### src/rtl/tile_game_ctrl.sv
`default_nettype none
// ============================================================================
// Module   : tile_game_ctrl
// Purpose  : 4x4 tile-flip memory game controller (reveals, pair compare,
//            mismatch display timing, cursor and move tracking).
// Revision : 1.0
// ============================================================================
module tile_game_ctrl #(
  parameter int MISMATCH_HOLD = 50_000_000
) (
  input  logic        clk,
  input  logic        reset,
  input  logic        new_game,
  input  logic        btn_up,
  input  logic        btn_down,
  input  logic        btn_left,
  input  logic        btn_right,
  input  logic        btn_select,
  input  logic [63:0] tile_map,
  output logic [15:0] game_state,
  output logic [15:0] matched_tiles,
  output logic [15:0] mismatched_tiles,
  output logic [3:0]  cursor,
  output logic [7:0]  moves,
  output logic        game_over
);

  localparam int        TW     = $clog2(MISMATCH_HOLD + 1);
  localparam logic [TW-1:0] C_LOAD = TW'(MISMATCH_HOLD - 1);

  typedef enum logic [2:0] {
    IDLE    = 3'd0,
    FIRST   = 3'd1,
    SECOND  = 3'd2,
    COMPARE = 3'd3,
    SHOW    = 3'd4,
    DONE    = 3'd5
  } state_t;

  state_t          state_q, state_d;
  logic [63:0]     map_q, map_d;
  logic [15:0]     gs_q, gs_d;
  logic [15:0]     matched_q, matched_d;
  logic [15:0]     mism_q, mism_d;
  logic [3:0]      cursor_q, cursor_d;
  logic [7:0]      moves_q, moves_d;
  logic            over_q, over_d;
  logic [3:0]      first_q, first_d;
  logic [3:0]      second_q, second_d;
  logic [TW-1:0]   timer_q, timer_d;

  logic [5:0]      w_first_base;
  logic [5:0]      w_second_base;
  logic [15:0]     w_pair_mask;
  logic            w_sel_valid;
  logic            w_move_ok;
  logic [1:0]      w_row;
  logic [1:0]      w_col;

  assign w_first_base  = {first_q, 2'b00};
  assign w_second_base = {second_q, 2'b00};
  assign w_pair_mask   = (16'd1 << first_q) | (16'd1 << second_q);
  assign w_sel_valid   = btn_select && !gs_q[cursor_q];
  assign w_move_ok     = (state_q != IDLE);
  assign w_row         = cursor_q[3:2];
  assign w_col         = cursor_q[1:0];

  always_comb begin
    state_d   = state_q;
    map_d     = map_q;
    gs_d      = gs_q;
    matched_d = matched_q;
    mism_d    = mism_q;
    cursor_d  = cursor_q;
    moves_d   = moves_q;
    over_d    = over_q;
    first_d   = first_q;
    second_d  = second_q;
    timer_d   = timer_q;

    if (new_game) begin
      map_d     = tile_map;
      gs_d      = 16'h0000;
      matched_d = 16'h0000;
      mism_d    = 16'h0000;
      cursor_d  = 4'd0;
      moves_d   = 8'd0;
      over_d    = 1'b0;
      timer_d   = '0;
      state_d   = FIRST;
    end else begin
      // Only one move per cycle; selects below still use cursor_q.
      if (w_move_ok) begin
        if (btn_up)         cursor_d = {w_row - 2'd1, w_col};
        else if (btn_down)  cursor_d = {w_row + 2'd1, w_col};
        else if (btn_left)  cursor_d = {w_row, w_col - 2'd1};
        else if (btn_right) cursor_d = {w_row, w_col + 2'd1};
      end

      case (state_q)
        FIRST: begin
          if (w_sel_valid) begin
            gs_d[cursor_q] = 1'b1;
            first_d        = cursor_q;
            state_d        = SECOND;
          end
        end
        SECOND: begin
          if (w_sel_valid) begin
            gs_d[cursor_q] = 1'b1;
            second_d       = cursor_q;
            moves_d        = (moves_q == 8'hFF) ? moves_q : moves_q + 8'd1;
            state_d        = COMPARE;
          end
        end
        COMPARE: begin
          if (map_q[w_first_base +: 4] == map_q[w_second_base +: 4]) begin
            matched_d = matched_q | w_pair_mask;
            if (matched_d == 16'hFFFF) begin
              over_d  = 1'b1;
              state_d = DONE;
            end else begin
              state_d = FIRST;
            end
          end else begin
            mism_d  = mism_q | w_pair_mask;
            timer_d = C_LOAD;
            state_d = SHOW;
          end
        end
        SHOW: begin
          if (timer_q == '0) begin
            gs_d    = gs_q & ~w_pair_mask;
            mism_d  = mism_q & ~w_pair_mask;
            state_d = FIRST;
          end else begin
            timer_d = timer_q - 1'b1;
          end
        end
        default: ;
      endcase
    end
  end

  always_ff @(posedge clk or posedge reset) begin
    if (reset) begin
      state_q   <= IDLE;
      map_q     <= 64'd0;
      gs_q      <= 16'h0000;
      matched_q <= 16'h0000;
      mism_q    <= 16'h0000;
      cursor_q  <= 4'd0;
      moves_q   <= 8'd0;
      over_q    <= 1'b0;
      first_q   <= 4'd0;
      second_q  <= 4'd0;
      timer_q   <= '0;
    end else begin
      state_q   <= state_d;
      map_q     <= map_d;
      gs_q      <= gs_d;
      matched_q <= matched_d;
      mism_q    <= mism_d;
      cursor_q  <= cursor_d;
      moves_q   <= moves_d;
      over_q    <= over_d;
      first_q   <= first_d;
      second_q  <= second_d;
      timer_q   <= timer_d;
    end
  end

  assign game_state       = gs_q;
  assign matched_tiles    = matched_q;
  assign mismatched_tiles = mism_q;
  assign cursor           = cursor_q;
  assign moves            = moves_q;
  assign game_over        = over_q;

endmodule
`default_nettype wire

### config.mk
export PLATFORM = sky130hd
export DESIGN_NAME = tile_game_ctrl
export DESIGN_NICKNAME = d
export VERILOG_FILES = /design/src/rtl/tile_game_ctrl.sv
export SDC_FILE = /design/constraint.sdc
export NUM_CORES = 1
export LEC_CHECK = 0
export CAP_MARGIN = 20
export CELL_PAD_IN_SITES_DETAIL_PLACEMENT = 1
export CELL_PAD_IN_SITES_GLOBAL_PLACEMENT = 2
export CORE_MARGIN = 2
export CORE_UTILIZATION = 38
export DETAILED_ROUTE_END_ITERATION = 16
export PLACE_DENSITY = 0.89
export SKIP_CTS_REPAIR_TIMING = 1
export SYNTH_ARGS = -nofsm -noshare
export SYNTH_HDL_FRONTEND = slang
export SYNTH_SLANG_ARGS = --single-unit
### constraint.sdc
create_clock -name clk -period 10.7 [get_ports clk]
set_input_delay 2.14 -clock clk [delete_from_list [all_inputs] [get_ports clk]]
set_output_delay 2.14 -clock clk [all_outputs]
set_load 0.02 [all_outputs]
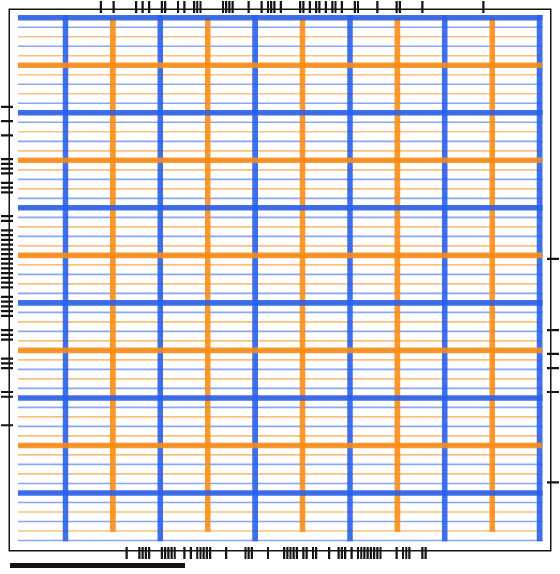
*Power grid, run 1*
Scale bar: 50 um. Pins as bars on the die edge.
Blue stands for VSS. Orange stands for VDD.
The core has 55 rows. 56 met1 rails follow the rows.

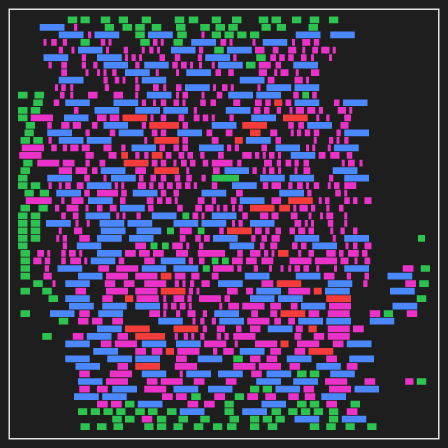
*Placed cells, one color a class, run 1*
Magenta stands for remaining logic cells, cells 560, share of their area 42%. Red stands for clock drivers and dummy loads, cells 32, share of their area 5.9%. Green stands for remaining buffers and delay cells, cells 142, share of their area 14%. Blue stands for registers, cells 162, share of their area 39%.
fraction of standard cell area that is sequential: 37.59%
core area: 22430 sq um
number of core rows: 55

==> results.tsv, run 1 <==
stage	metric	value	unit
placed_design	gp_congestion	0.8553	
timing	number_of_pins_with_negative_max_slew_slack_in_the_final_report	0	
pwr	finalPower	1.960	mW
timing	hold_violations	0	
global_route	grt_max_degree	98	
status	status	complete, no violations	
die	top_level_ports	133	
layout	clkCellAreaFrac	5.662	%
global_route	grt_remaining_overflow	0	
critical_path	critical_path_arrival	4.68	ns
pwr	clkPwrFrac	33.0	%
yosys	ys_cells	772	
layout	layout.cells.non_filler	1181	
global_route	antenna_found_initial	0	
layout	regMostFlops	map_q	
job	maxCapViolCount	0	
yosys	edf_count	0	
cts	root_buffer	sky130_fd_sc_hd__clkbuf_16	
global_route	wire_length_of_the_first_global_routing_pass	42250	um
detailed_routing	dr.pass1.iters	5	
layout	layout-drive-gt1-share	19.53	%
placed_design	detailed_place.area	10150	sq um
detailed_routing	routed-wl-met2	13310	um
yosys	netlist.top_cell.by_instances	sky130_fd_sc_hd__dfrtp_1	
yosys	synthesis.yosys.warnings	0	
yosys	postSynth.topFlopCell	sky130_fd_sc_hd__dfrtp_1	
yosys	mappedNetlistNets	851	
layout	num-nets-final	962	
yosys	postSynthCellCount	772	
layout	final_cell_area	10780	sq um
global_route	top_usage_layer	met2	
detailed_routing	residual_drc	0	
yosys	synth.ff_latch_count	162	
layout	comb-cell-share	39.83	%
timing	worst_clock_skew	0.01564	ns
yosys	largest_area_cell	sky130_fd_sc_hd__dfrtp_1	
placed_design	placed_wire_length_estimate_after_detailed_placement	17700	um
yosys	syn_area	8611	sq um
layout	bufAreaShareNonClock	13.11	%
yosys	avgSynthCellArea	11.15	sq um
cts	clock.latency.late_pin	0.43	ns
cts	path_clk_slew	0.07	ns
job	log.warning_count	30	
yosys	async_flop_share	100.0	%
detailed_routing	m1WireLength	11380	um
global_route	number_of_global_route_vias_before_repair	7479	
pwr	total_switching_power	0.7046	mW
layout	buffers_outside_the_clock_class	142	
cts	cts-root-to-sink-buffers	2	
global_route	met3_usage	3.138	%
die	fp_util	38.38	%
cts	cts-buffers-inserted	17	
yosys	synth.yosys.chip_area	8611	sq um
critical_path	worst_setup_path_end_kind	register	
critical_path	cp_max_fo	77	
yosys	synth.lib_cells_used.distinct	57	
detailed_routing	drtAntennaViolNets	0	
cts	tritoncts_num_sinks	162	
timing	timing.slew.headroom	37.95	%
timing	fin_crit_sh	40.59	%
timing	max_freq	230.2	MHz
timing	whs	0.4873	ns
yosys	synth-seq-area-share	47.08	%
die	floorplan.die_area	23880	sq um
detailed_routing	dr_wl_met3	1092	um
timing	worst-slew-pin-transition	0.9308	ns
die	floorplan.tapcells	285	
placed_design	post-place-cells	1148	
layout	dominant_kind_of_cell_by_area	combinational gates	
timing	setup-tns-final	0	ns
critical_path	criticalPathCategory	input pin to register	
cts	tritoncts	yes	
pwr	p_int	1.255	mW
layout	inverters_excl_clock	13	
cts	htree_num_levels	4	
layout	registers_with_the_highest_flip_flop_counts	map_q: 64 flops, timer_q: 26 flops	
die	die_span_in_x	154.5	um
layout	fillers	2423	
layout	diodes	0	
placed_design	pre_cts_ws	5.926	ns
timing	postLayoutSetupSlackWorst	6.357	ns
pwr	power.share.sequential	37.6	%
layout	comb_area	4295	sq um
layout	register_area	4054	sq um
layout	n_multi_input_combinational_cell	547	
layout	areaGrowthSynthToFinish	25.24	%
pwr	sw_frac_of_total	35.96	%
global_route	met2_usage	38.69	%
yosys	synth_largest_type_area_fraction	47.08	%
detailed_routing	detail_route.vias_per_cell	5.953	
timing	post-route-min-period	4.343	ns
timing	unrepaired_setup_endpoints_after_global_routing	false	
layout	flops	162	
min_path	hold_class	register to register	
pwr	leakage_component_of_the_power	4.225	nW
detailed_routing	dr.max_layer_used	met4	
yosys	synthTopCellsByCount	sky130_fd_sc_hd__dfrtp_1, sky130_fd_sc_hd__mux2_2, sky130_fd_sc_hd__nand2_1	
die	die_height	154.5	um
yosys	post_synth_main_area_contributors	sky130_fd_sc_hd__dfrtp_1, sky130_fd_sc_hd__mux2_2, sky130_fd_sc_hd__mux4_2, sky130_fd_sc_hd__nand2_1, sky130_fd_sc_hd__nor2_1	
critical_path	startpoint_type	input pin	
timing	final-setup-viol-count	0	
pwr	comb_power_share	29.3	%
pwr	p_per_area	181.7	nW/um^2
pwr	max-vdd-ir-drop	0.00009478	V
layout	fin_util	48.07	%
critical_path	critPathRequiredTime	11.03	ns
placed_design	port_buffers	132	
detailed_routing	drt_iter0_drc	456	
global_route	gr-usage-met1	30.16	%
layout	final.clkbuf_count	17	
layout	largest_register_ff_count	64	
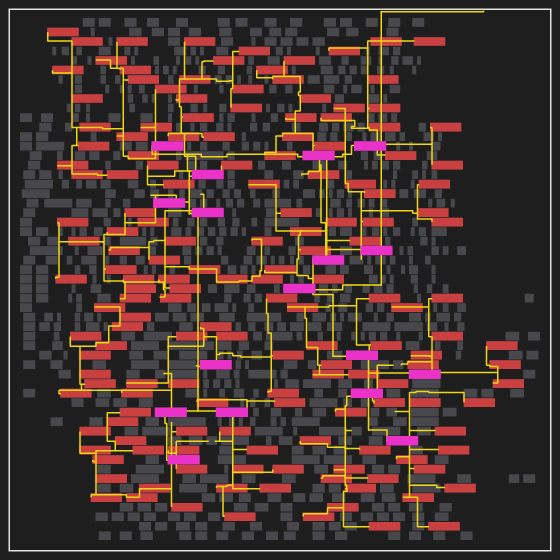
*Clock network drawn from the DEF, run 1*
Red stands for flip-flops, count 162. Magenta stands for clock-net drivers, count 17. Yellow stands for clock wires, length 2200 um.
Position of the flops: spread over the die. There are 18 routed clock nets.

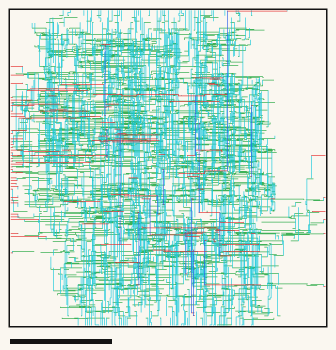
*Wiring by layer, run 1*
Scale bar: 50 um.
Blue stands for M4, wire length 518 um. Cyan stands for M2, wire length 13300 um. Green stands for M1, wire length 11400 um. Red stands for M3, wire length 1090 um.
overall routed net length: 26300 um
via count: 7030
average detailed-routed wire length per instance: 22.27 um
aggregate global-route resource usage: 22.75%

-- run 1: critical path, stage by stage --
cell and delay [ns]:
sky130_fd_sc_hd__buf_4 0.62, sky130_fd_sc_hd__buf_4 0.83, sky130_fd_sc_hd__o21ai_0 0.27, sky130_fd_sc_hd__a21boi_2 0.33, sky130_fd_sc_hd__a31oi_1 0.13, sky130_fd_sc_hd__a211oi_1 0.24
-- run 1: layout by cell type (no fill, tap or decap), types with 8 or more instances in the layout --
cell type | Yosys | routed
sky130_fd_sc_hd__dfrtp_1 | 162 | 162
sky130_fd_sc_hd__clkdlybuf4s50_1 | 0 | 131
sky130_fd_sc_hd__mux2_2 | 75 | 75
sky130_fd_sc_hd__nand2_1 | 63 | 63
sky130_fd_sc_hd__nor2_1 | 54 | 53
sky130_fd_sc_hd__a21oi_1 | 40 | 40
sky130_fd_sc_hd__mux4_2 | 36 | 36
sky130_fd_sc_hd__nand3_1 | 35 | 35
sky130_fd_sc_hd__a31oi_1 | 32 | 32
sky130_fd_sc_hd__o22ai_1 | 25 | 25
sky130_fd_sc_hd__clkbuf_16 | 0 | 17
sky130_fd_sc_hd__nor2b_1 | 12 | 12
sky130_fd_sc_hd__inv_1 | 13 | 12
sky130_fd_sc_hd__o21ai_0 | 12 | 12
sky130_fd_sc_hd__nor3_1 | 12 | 12
sky130_fd_sc_hd__a22oi_1 | 11 | 11
sky130_fd_sc_hd__xor2_1 | 11 | 11
sky130_fd_sc_hd__nand2b_1 | 11 | 11
sky130_fd_sc_hd__o21a_1 | 10 | 10
sky130_fd_sc_hd__nand4_1 | 10 | 10
sky130_fd_sc_hd__buf_4 | 0 | 10
sky130_fd_sc_hd__or4_1 | 8 | 8
sky130_fd_sc_hd__a32oi_1 | 8 | 8
sky130_fd_sc_hd__or3_1 | 8 | 8
-- run 1: power groups by stage --
stage	combinational, mW	clock [mW]	sequential (mW)
3_3_place_gp	0.553	0	0.741
2_1_floorplan	0.400	0	0.717
4_1_cts	0.571	0.656	0.736
3_5_place_dp	0.564	0	0.746
6_report	0.575	0.647	0.738
5_1_grt	0.617	0.684	0.746
-- run 1: cells by family (layout without fill, tap and decap cells) --
| group | after synthesis | after routing | share of synthesized area, % |
|---|---|---|---|
| xor+xnor | 15 | 15 | 1.526 |
| compound gates | 161 | 161 | 12.38 |
| fa+ha+maj | 7 | 7 | 1.017 |
| mux | 114 | 114 | 19.76 |
| simple gates | 250 | 250 | 15.07 |
| flops | 162 | 162 | 47.08 |
| buf+inv | 63 | 187 | 3.168 |
-- run 1: final timing paths --
kind                                                 end                     from  depth (start not counted)  slack (ns)
setup / recovery               game_state[3]$_DFFE_PP0P_                 new_game                          6        6.36
hold / removal                   timer_q[11]$_DFFE_PP0P_  timer_q[11]$_DFFE_PP0P_                          1        0.49
setup reg to reg                  state_q[0]$_DFFE_PP0P_   first_q[1]$_DFFE_PP0P_                          8        7.08
hold reg to reg                  timer_q[11]$_DFFE_PP0P_  timer_q[11]$_DFFE_PP0P_                          1        0.49
max in group asynchronous  matched_tiles[11]$_DFFE_PP0P_                    reset                          3        6.94
min in group asynchronous           map_q[1]$_DFFE_PP0P_                    reset                          2        2.27
==> run 1 -> run 2 <==
Settings changed: CORE_UTILIZATION 38 to 36, PLACE_DENSITY 0.89 to 0.85.
Clock period 10.7 ns to 4.5 ns, I/O delays scaled along.
==> run 2 against run 1 <==
First-iteration DRC count down 0.66%. Total power up 130%. Clock skew down 0.00052 ns. Sequential cell count unchanged. Count of clock-buffer cells in the layout up 1. Worst setup slack worse by 5.3 ns. Critical endpoint is now timer_q[6]$_DFFE_PP0P_. Highest routed layer unchanged.
==> results.tsv, run 2 <==
stage	metric	value	unit	change
placed_design	detailed_place.area	10190	sq um	was 10150 sq um
detailed_routing	drt_iter0_drc	453		was 456
timing	final-setup-viol-count	0		unchanged
yosys	synth.ff_latch_count	162		unchanged
pwr	comb_power_share	28.0	%	was 29.3%
placed_design	placed_wire_length_estimate_after_detailed_placement	18270	um	was 17700 um
pwr	p_int	2.966	mW	was 1.255 mW
critical_path	worst-r2r-setup-slack	1.07	ns	was 7.08 ns
timing	hold_violations	0		unchanged
yosys	synthTopCellsByCount	sky130_fd_sc_hd__dfrtp_1, sky130_fd_sc_hd__mux2_2, sky130_fd_sc_hd__nand2_1		unchanged
job	maxCapViolCount	0		unchanged
die	floorplan.die_area	25170	sq um	was 23880 sq um
yosys	ys_cells	772		unchanged
pwr	p_per_area	418.5	nW/um^2	was 181.7 nW/um^2
placed_design	post-place-cells	1182		was 1148
yosys	mappedNetlistNets	851		unchanged
timing	worst_clock_skew	0.01512	ns	was 0.01564 ns
pwr	sw_frac_of_total	34.54	%	was 35.96%
yosys	async_flop_share	100.0	%	unchanged
layout	registers_with_the_highest_flip_flop_counts	map_q: 64 flops, timer_q: 26 flops		unchanged
cts	clock.latency.late_pin	0.43	ns	about the same
global_route	antenna_found_initial	0		unchanged
min_path	hold_class	register to register		unchanged
die	fp_util	36.68	%	was 38.38%
placed_design	pre_cts_ws	0.6997	ns	was 5.926 ns
pwr	clkPwrFrac	32.2	%	was 33.0%
layout	num-nets-final	963		was 962
die	die_span_in_x	158.7	um	was 154.5 um
timing	worst-slew-pin-transition	1.025	ns	was 0.9308 ns
layout	layout.cells.non_filler	1216		was 1181
detailed_routing	post_drt_wl_per_cell	21.48	um	was 22.27 um
layout	final_cell_area	10830	sq um	was 10780 sq um
cts	cts-root-to-sink-buffers	2		unchanged
layout	areaGrowthSynthToFinish	25.75	%	was 25.24%
detailed_routing	routed_wirelength	26120	um	was 26300 um
yosys	edf_count	0		unchanged
cts	root_buffer	sky130_fd_sc_hd__clkbuf_16		unchanged
yosys	synth-seq-area-share	47.08	%	unchanged
cts	tritoncts	yes		unchanged
layout	register_area	4054	sq um	unchanged
critical_path	reg2regPathDepth	7		was 8
timing	fin_crit_sh	76.28	%	
cts	htree_num_levels	4		unchanged
global_route	grt_remaining_overflow	0		unchanged
critical_path	crit-reg2reg-capture	timer_q[6]$_DFFE_PP0P_		was state_q[0]$_DFFE_PP0P_
timing	post-route-min-period	3.433	ns	
detailed_routing	residual_drc	0		unchanged
placed_design	gp_congestion	0.8695		was 0.8553
timing	max_freq	291.3	MHz	
yosys	largest_area_cell	sky130_fd_sc_hd__dfrtp_1		unchanged
min_path	hold_start	timer_q[11]$_DFFE_PP0P_		unchanged
yosys	syn_area	8611	sq um	unchanged
pwr	power.share.sequential	39.8	%	was 37.6%
timing	setup-tns-final	0	ns	unchanged
timing	number_of_pins_with_negative_max_slew_slack_in_the_final_report	0		unchanged
timing	timing.slew.headroom	31.65	%	was 37.95%
critical_path	criticalPathCategory	register to register		was input pin to register
layout	mostFrequentLayoutCell	sky130_fd_sc_hd__dfrtp_1		unchanged
timing	whs	0.5141	ns	was 0.4873 ns
critical_path	critical_path_arrival	3.69	ns	was 4.68 ns
cts	tritoncts_num_sinks	162		unchanged
min_path	hold-path-cell-count	1		unchanged
global_route	number_of_global_route_vias_before_repair	7345		was 7479
critical_path	critPathRequiredTime	4.76	ns	was 11.03 ns
layout	largest_register_ff_count	64		unchanged
die	core-area	23470	sq um	was 22430 sq um
detailed_routing	detail_route.vias_per_cell	5.723		was 5.953
yosys	synth_largest_type_area_fraction	47.08	%	unchanged
yosys	postSynthCellCount	772		unchanged
detailed_routing	drtAntennaViolNets	0		unchanged
critical_path	startpoint_type	register		was input pin
timing	postLayoutSetupSlackWorst	1.067	ns	was 6.357 ns
job	log.warning_count	30		unchanged
detailed_routing	dr.pass1.iters	4		was 5
min_path	hold-path-endpoint	timer_q[11]$_DFFE_PP0P_		unchanged
critical_path	worst_setup_path_end_kind	register		unchanged
pwr	max-vdd-ir-drop	0.0002039	V	was 0.00009478 V
yosys	synthesis.yosys.warnings	0		unchanged
detailed_routing	via_count	6959		was 7030
yosys	synth.lib_cells_used.distinct	57		unchanged
global_route	wire_length_of_the_first_global_routing_pass	41540	um	was 42250 um
die	placement_rows	56		was 55
critical_path	cp_max_fo	21		was 77
cts	cts-buffers-inserted	17		unchanged
timing	unrepaired_setup_endpoints_after_global_routing	false		unchanged
die	top_level_ports	133		unchanged
pwr	leakage_component_of_the_power	4.211	nW	was 4.225 nW
pwr	total_switching_power	1.565	mW	was 0.7046 mW
layout	regMostFlops	map_q		unchanged
status	status	complete, no violations		unchanged
critical_path	worstReg2RegStart	second_q[2]$_DFFE_PP0P_		was first_q[1]$_DFFE_PP0P_
placed_design	port_buffers	132		unchanged
die	die_height	158.7	um	was 154.5 um
yosys	netlist.top_cell.by_instances	sky130_fd_sc_hd__dfrtp_1		unchanged
layout	mostFrequentLayoutCells	sky130_fd_sc_hd__dfrtp_1, sky130_fd_sc_hd__clkdlybuf4s50_1, sky130_fd_sc_hd__mux2_2		unchanged
yosys	postSynth.topFlopCell	sky130_fd_sc_hd__dfrtp_1		unchanged
cts	path_clk_slew	0.06	ns	was 0.07 ns
layout	fillers	2517		was 2423
yosys	post_synth_main_area_contributors	sky130_fd_sc_hd__dfrtp_1, sky130_fd_sc_hd__mux2_2, sky130_fd_sc_hd__mux4_2, sky130_fd_sc_hd__nand2_1, sky130_fd_sc_hd__nor2_1		unchanged
layout	diodes	0		unchanged
yosys	synth.yosys.chip_area	8611	sq um	unchanged
global_route	grt_max_degree	84		was 98
yosys	avgSynthCellArea	11.15	sq um	unchanged
layout	comb_area	4295	sq um	unchanged
layout	layout-drive-gt1-share	19.51	%	was 19.53%
==> run 2: per-layer routing <==
layer / wire length, um / GRT usage [%] / vias to the layer above
li1: - / - / 3131
met3: 1138 / 4.328 / 21
met4: 273 / 4.247 / 0
met1: 11620 / 29.20 / 3631
met2: 13090 / 36.26 / 176
met5: 0 / 0 / -
==> run 2: critical path, stage by stage (launching register included) <==
cell and delay (ns):
sky130_fd_sc_hd__dfrtp_1 0.94, sky130_fd_sc_hd__mux4_2 0.42, sky130_fd_sc_hd__a22oi_1 0.26, sky130_fd_sc_hd__nand3_1 0.13, sky130_fd_sc_hd__xor2_1 0.24, sky130_fd_sc_hd__or4_1 0.84
sky130_fd_sc_hd__o21ai_0 0.32, sky130_fd_sc_hd__a21oi_1 0.10
==> run 2: kinds of logic after synthesis <==
family | count (synthesis) | synth area share, %
adders and majority gates | 7 | 1.017
and+or+nand+nor | 250 | 15.07
AOI/OAI and AO/OA | 161 | 12.38
xor gates and xnor gates | 15 | 1.526
buffers and inverters | 63 | 3.168
DFF | 162 | 47.08
muxes | 114 | 19.76
==> run 2: metrics by stage <==
step | util [%] | power (mW)
6_report | 46.13 | 4.531
5_1_grt | 46.13 | 4.750
4_1_cts | 45.90 | 4.552
3_5_place_dp | 43.40 | 3.070
3_3_place_gp | 43.40 | 3.039
2_1_floorplan | - | 2.655
==> run 2: final cells by class <==
cell class / instances / share of cell area, %
clock buffer: 18 / 3.963
clock inverter: 14 / 1.444
inverter: 13 / 0.4853
multi-input combinational: 547 / 39.67
sequential: 162 / 37.44
tap: 319 / 3.686
timing repair buffer: 143 / 13.31
==> run 2: how the worst max path moves through the flow <==
stage,start,to,slack [ns]
after floorplan,reset,cursor[0]$_DFFE_PP0P_,1.54
after CTS,first_q[1]$_DFFE_PP0P_,state_q[0]$_DFFE_PP0P_,0.68
after global routing,first_q[2]$_DFFE_PP0P_,game_over$_DFFE_PP0P_,0.90
final,second_q[2]$_DFFE_PP0P_,timer_q[6]$_DFFE_PP0P_,1.07
after detailed placement,first_q[1]$_DFFE_PP0P_,state_q[0]$_DFFE_PP0P_,0.70
after global placement,second_q[1]$_DFFE_PP0P_,state_q[0]$_DFFE_PP0P_,0.77
==> run 2: power by group through the flow <==
| stage | Combinational [mW] | Sequential [mW] | Clock [mW] |
|---|---|---|---|
| floorplan | 0.951 | 1.70 | 0 |
| global placement | 1.20 | 1.83 | 0 |
| detailed placement | 1.23 | 1.84 | 0 |
| CTS | 1.24 | 1.82 | 1.49 |
| global route | 1.37 | 1.83 | 1.55 |
| finish | 1.27 | 1.80 | 1.46 |
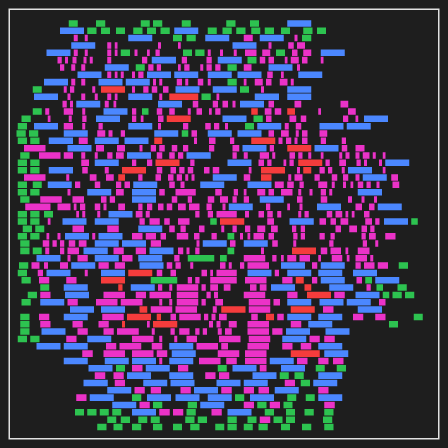
*Placed cells, one color a class, run 2*
Magenta stands for remaining logic cells, cells 560, share of their area 42%. Red stands for clock drivers and dummy loads, cells 32, share of their area 5.6%. Green stands for remaining buffers and delay cells, cells 143, share of their area 14%. Blue stands for registers, cells 162, share of their area 39%.

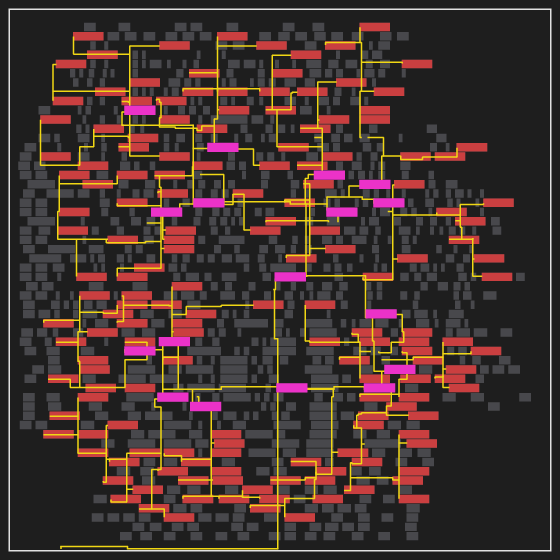
*Clock network drawn from the DEF, run 2*
Magenta stands for clock-net drivers, count 17. Yellow stands for clock wires, length 2150 um. Red stands for flip-flops, count 162.
There are 18 routed clock nets.

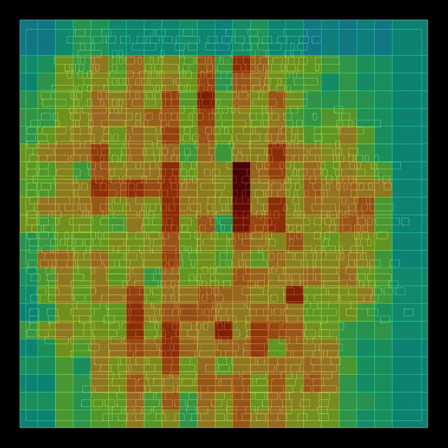
*Routing congestion, run 2*
Post-Route Utilization: 46.13%
most used routing layer: met2
aggregate global-route resource usage: 21.60%

==> run 2 -> run 3 <==
Settings changed: CORE_UTILIZATION 36 to 32, PLACE_DENSITY 0.85 to 0.8.
Clock period 4.5 ns to 2.9 ns, I/O delays scaled along.
==> run 3 against run 2 <==
Die size is 12% higher. Sequential cell count stayed put. First-iteration DRC count is 2.2% higher. Clock power is 51% higher. Sequential power is 53% higher. Critical endpoint is now timer_q[12]$_DFFE_PP0P_. Via count is 2.0% higher.
==> results.tsv, run 3 <==
stage	metric	value	unit	change
job	maxCapViolCount	0		unchanged
status	status	complete, no violations		unchanged
yosys	fa_ha_area_share	1.017	%	unchanged
yosys	postSynth.topFlopCell	sky130_fd_sc_hd__dfrtp_1		unchanged
die	top_level_ports	133		unchanged
die	fp_util	32.31	%	was 36.68%
yosys	synth-seq-area-share	47.08	%	unchanged
die	placement_rows	60		was 56
die	die_span_in_x	168.0	um	was 158.7 um
cts	tritoncts_num_sinks	162		unchanged
cts	tritoncts	yes		unchanged
placed_design	gp_congestion	0.8731		was 0.8695
layout	registers_with_the_highest_flip_flop_counts	map_q: 64 flops, timer_q: 26 flops		unchanged
critical_path	worstReg2RegStart	second_q[1]$_DFFE_PP0P_		was second_q[2]$_DFFE_PP0P_
critical_path	worst_path_max_delay_cell	sky130_fd_sc_hd__mux4_2		was sky130_fd_sc_hd__dfrtp_1
layout	layout-drive-gt1-share	24.97	%	was 19.51%
layout	areaGrowthSynthToFinish	31.98	%	was 25.75%
cts	cts-buffers-inserted	17		unchanged
pwr	max-vdd-ir-drop	0.0004111	V	was 0.0002039 V
detailed_routing	drt_iter0_drc	463		was 453
cts	clock.latency.late_pin	0.44	ns	was 0.43 ns
timing	post-route-min-period	2.816	ns	was 3.433 ns
critical_path	criticalPathCategory	register to register		unchanged
yosys	postSynthCellCount	772		unchanged
critical_path	critPathRequiredTime	3.21	ns	was 4.76 ns
yosys	synth.yosys.chip_area	8611	sq um	unchanged
yosys	post_synth_main_area_contributors	sky130_fd_sc_hd__dfrtp_1, sky130_fd_sc_hd__mux2_2, sky130_fd_sc_hd__mux4_2, sky130_fd_sc_hd__nand2_1, sky130_fd_sc_hd__nor2_1		unchanged
critical_path	worst-path-stages	11		was 7
yosys	largest_area_cell	sky130_fd_sc_hd__dfrtp_1		unchanged
min_path	hold-path-cell-count	1		unchanged
yosys	synth.ff_latch_count	162		unchanged
yosys	synth_largest_type_area_fraction	47.08	%	unchanged
timing	whs	0.4951	ns	was 0.5141 ns
die	die_height	168.0	um	was 158.7 um
yosys	avgSynthCellArea	11.15	sq um	unchanged
critical_path	critical_path.cell_chain	buf_4, clkbuf_16, mux4_2, nand3_1, nand3_1, xor2_2, o41ai_4, buf_4, buf_12, and3_1, a211o_1		was mux4_2, a22oi_1, nand3_1, xor2_1, or4_1, o21ai_0, a21oi_1
global_route	wire_length_of_the_first_global_routing_pass	42760	um	was 41540 um
layout	mostFrequentLayoutCells	sky130_fd_sc_hd__dfrtp_1, sky130_fd_sc_hd__clkdlybuf4s50_1, sky130_fd_sc_hd__mux2_2		unchanged
critical_path	crit-reg2reg-capture	timer_q[12]$_DFFE_PP0P_		was timer_q[6]$_DFFE_PP0P_
detailed_routing	dr.pass1.iters	5		was 4
critical_path	worst_setup_path_end_kind	register		unchanged
detailed_routing	drtAntennaViolNets	0		unchanged
yosys	edf_count	0		unchanged
critical_path	cp_top_family	buffers and inverters		was simple AND/OR/NAND/NOR gates
timing	number_of_pins_with_negative_max_slew_slack_in_the_final_report	0		unchanged
placed_design	placed_wire_length_estimate_after_detailed_placement	19120	um	was 18270 um
layout	mostFrequentLayoutCell	sky130_fd_sc_hd__dfrtp_1		unchanged
min_path	hold_class	register to register		unchanged
global_route	grt_max_degree	100		was 84
die	floorplan.die_area	28240	sq um	was 25170 sq um
min_path	hold_start	timer_q[11]$_DFFE_PP0P_		unchanged
yosys	ys_sh_mux	19.76	%	unchanged
detailed_routing	via_count	7099		was 6959
yosys	synthesis.yosys.warnings	0		unchanged
yosys	synth-simple-area-share	15.07	%	unchanged
yosys	synth.lib_cells_used.distinct	57		unchanged
placed_design	port_buffers	132		unchanged
critical_path	critical_path.n_buffers_inverters	4		was 0
yosys	async_flop_share	100.0	%	unchanged
yosys	ys_cells	772		unchanged
min_path	hold-path-endpoint	timer_q[11]$_DFFE_PP0P_		unchanged
timing	hold_violations	0		unchanged
cts	path_clk_slew	0.07	ns	was 0.06 ns
layout	num-nets-final	1011		was 963
timing	final-setup-viol-count	0		unchanged
critical_path	crit_path_max_incr_delay	0.50	ns	was 0.94 ns
critical_path	startpoint_type	register		unchanged
layout	diodes	0		unchanged
die	core-area	26650	sq um	was 23470 sq um
detailed_routing	residual_drc	0		unchanged
timing	max_freq	355.2	MHz	was 291.3 MHz
cts	cts-root-to-sink-buffers	2		unchanged
global_route	antenna_found_initial	0		unchanged
timing	timing.slew.headroom	55.82	%	was 31.65%
yosys	syn_area	8611	sq um	unchanged
yosys	synthTopCellsByCount	sky130_fd_sc_hd__dfrtp_1, sky130_fd_sc_hd__mux2_2, sky130_fd_sc_hd__nand2_1		unchanged
global_route	number_of_global_route_vias_before_repair	7490		was 7345
critical_path	reg2regPathDepth	11		was 7
pwr	p_per_area	644.5	nW/um^2	was 418.5 nW/um^2
pwr	leakage_component_of_the_power	4.503	nW	was 4.211 nW
yosys	ys_sh_xor	1.526	%	unchanged
timing	fin_crit_sh	97.09	%	was 76.28%
cts	htree_num_levels	4		unchanged
global_route	grt_remaining_overflow	0		unchanged
yosys	mappedNetlistNets	851		unchanged
yosys	netlist.top_cell.by_instances	sky130_fd_sc_hd__dfrtp_1		unchanged
layout	largest_register_ff_count	64		unchanged
layout	regMostFlops	map_q		unchanged
detailed_routing	detail_route.vias_per_cell	5.520		was 5.723
cts	root_buffer	sky130_fd_sc_hd__clkbuf_16		unchanged
job	log.warning_count	30		unchanged
yosys	top_logic_kind	multiplexers		unchanged
timing	worst_clock_skew	0.01342	ns	was 0.01512 ns
timing	worst-slew-pin-transition	0.6627	ns	was 1.025 ns
critical_path	critical_path_arrival	3.13	ns	was 3.69 ns
critical_path	worst-r2r-setup-slack	0.08	ns	was 1.07 ns
critical_path	cp_max_fo	16		was 21
yosys	synth-compound-area-share	12.38	%	unchanged
[run 3: cell types whose count changed in the layout (fill, tap and decap cells not counted), moves of 4 or more]
cell / change
sky130_fd_sc_hd__buf_12: +9
sky130_fd_sc_hd__xor2_2: +4
sky130_fd_sc_hd__buf_4: +38
sky130_fd_sc_hd__dfrtp_2: +4
sky130_fd_sc_hd__dfrtp_1: -4
sky130_fd_sc_hd__xor2_1: -4
sky130_fd_sc_hd__inv_8: +4
[run 3: logic make-up (layout without fill, tap and decap cells)]
group / after synthesis / after routing
flip-flops: 162 / 162
AND/OR/NAND/NOR: 250 / 250
XOR/XNOR: 15 / 15
multiplexers: 114 / 114
AND-OR/OR-AND: 161 / 161
adder cells (fa/ha/maj): 7 / 7
buffers and inverters: 63 / 236
[run 3: per-stage QoR]
stage | setup WS [ns] | total power [mW] | TNS [ns] | instances | area (sq um)
6_report | 0.08446 | 7.325 | 0 | 1286 | 11360
5_1_grt | -0.01233 | 7.684 | -0.01628 | 1286 | 11360
4_1_cts | -0.007354 | 7.213 | -0.007354 | 1277 | 11180
3_5_place_dp | 0.03123 | 4.984 | 0 | 1245 | 10620
3_3_place_gp | 0.05526 | 4.938 | 0 | 1245 | 10620
2_1_floorplan | 0.1006 | 4.120 | 0 | 772 | 8615
[run 3: worst max-delay path by stage]
stage	from	endpoint	slack [ns]
floorplan	cursor[0]$_DFFE_PP0P_	moves[4]$_DFFE_PP0P_	0.10
global placement	second_q[2]$_DFFE_PP0P_	state_q[0]$_DFFE_PP0P_	0.06
detailed placement	second_q[1]$_DFFE_PP0P_	state_q[0]$_DFFE_PP0P_	0.03
CTS	second_q[1]$_DFFE_PP0P_	state_q[0]$_DFFE_PP0P_	-0.007
global route	second_q[1]$_DFFE_PP0P_	timer_q[12]$_DFFE_PP0P_	-0.01
finish	second_q[1]$_DFFE_PP0P_	timer_q[12]$_DFFE_PP0P_	0.08
[run 3: final cells by class]
type,instances,area [sq um]
Clock inverter,15,135.1
Multi-Input combinational cell,547,4349
Timing Repair Buffer,191,1917
Fill cell,2836,15290
Sequential cell,162,4059
Inverter,13,52.55
Clock buffer,17,425.4
Tap cell,341,426.7
[run 3: per-layer routing]
metal  global-route usage, %  vias up  wire (um)
li1                        -     3231          -
met1                   26.48     3627      12380
met2                   31.96      211      13260
met3                   3.573       30       1190
met4                   5.406        0        411
met5                       0        -          0
[run 3: power by group]
group / switching (mW) / leakage [nW] / internal (mW)
Clock: 1.07 / 0.279 / 1.14
Sequential: 0.298 / 2.08 / 2.45
Combinational: 1.27 / 2.14 / 1.11
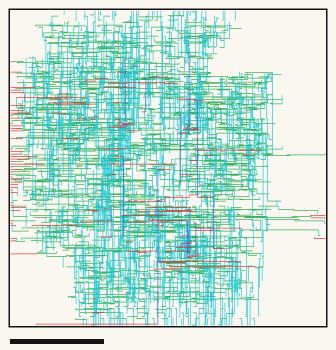
*Wiring by layer, run 3*
Scale bar: 50 um.
Red stands for M3, wire length 1190 um. Cyan stands for M2, wire length 13300 um. Green stands for M1, wire length 12400 um. Blue stands for M4, wire length 411 um.
aggregate global-route resource usage: 19.45%
overall routed net length: 27240 um

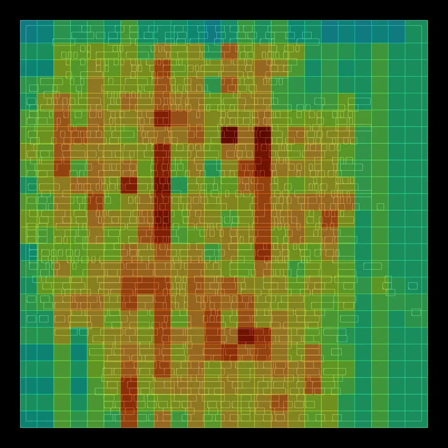
*Routing congestion, run 3*
met3 global-route usage: 3.573%
Post-Route Utilization: 42.64%
met2 global-route usage: 31.96%
average detailed-routed wire length per instance: 21.18 um
met1 layer usage reported by global route: 26.48%

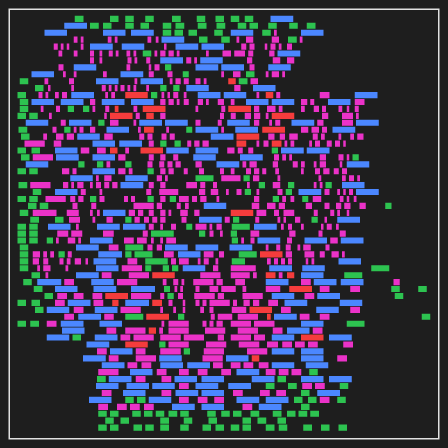
*Placed cells, one color a class, run 3*
Red stands for clock drivers and dummy loads, cells 32, share of their area 5.1%. Green stands for remaining buffers and delay cells, cells 191, share of their area 18%. Blue stands for registers, cells 162, share of their area 37%. Magenta stands for remaining logic cells, cells 560, share of their area 40%.

Power and IR drop assume default switching activity.
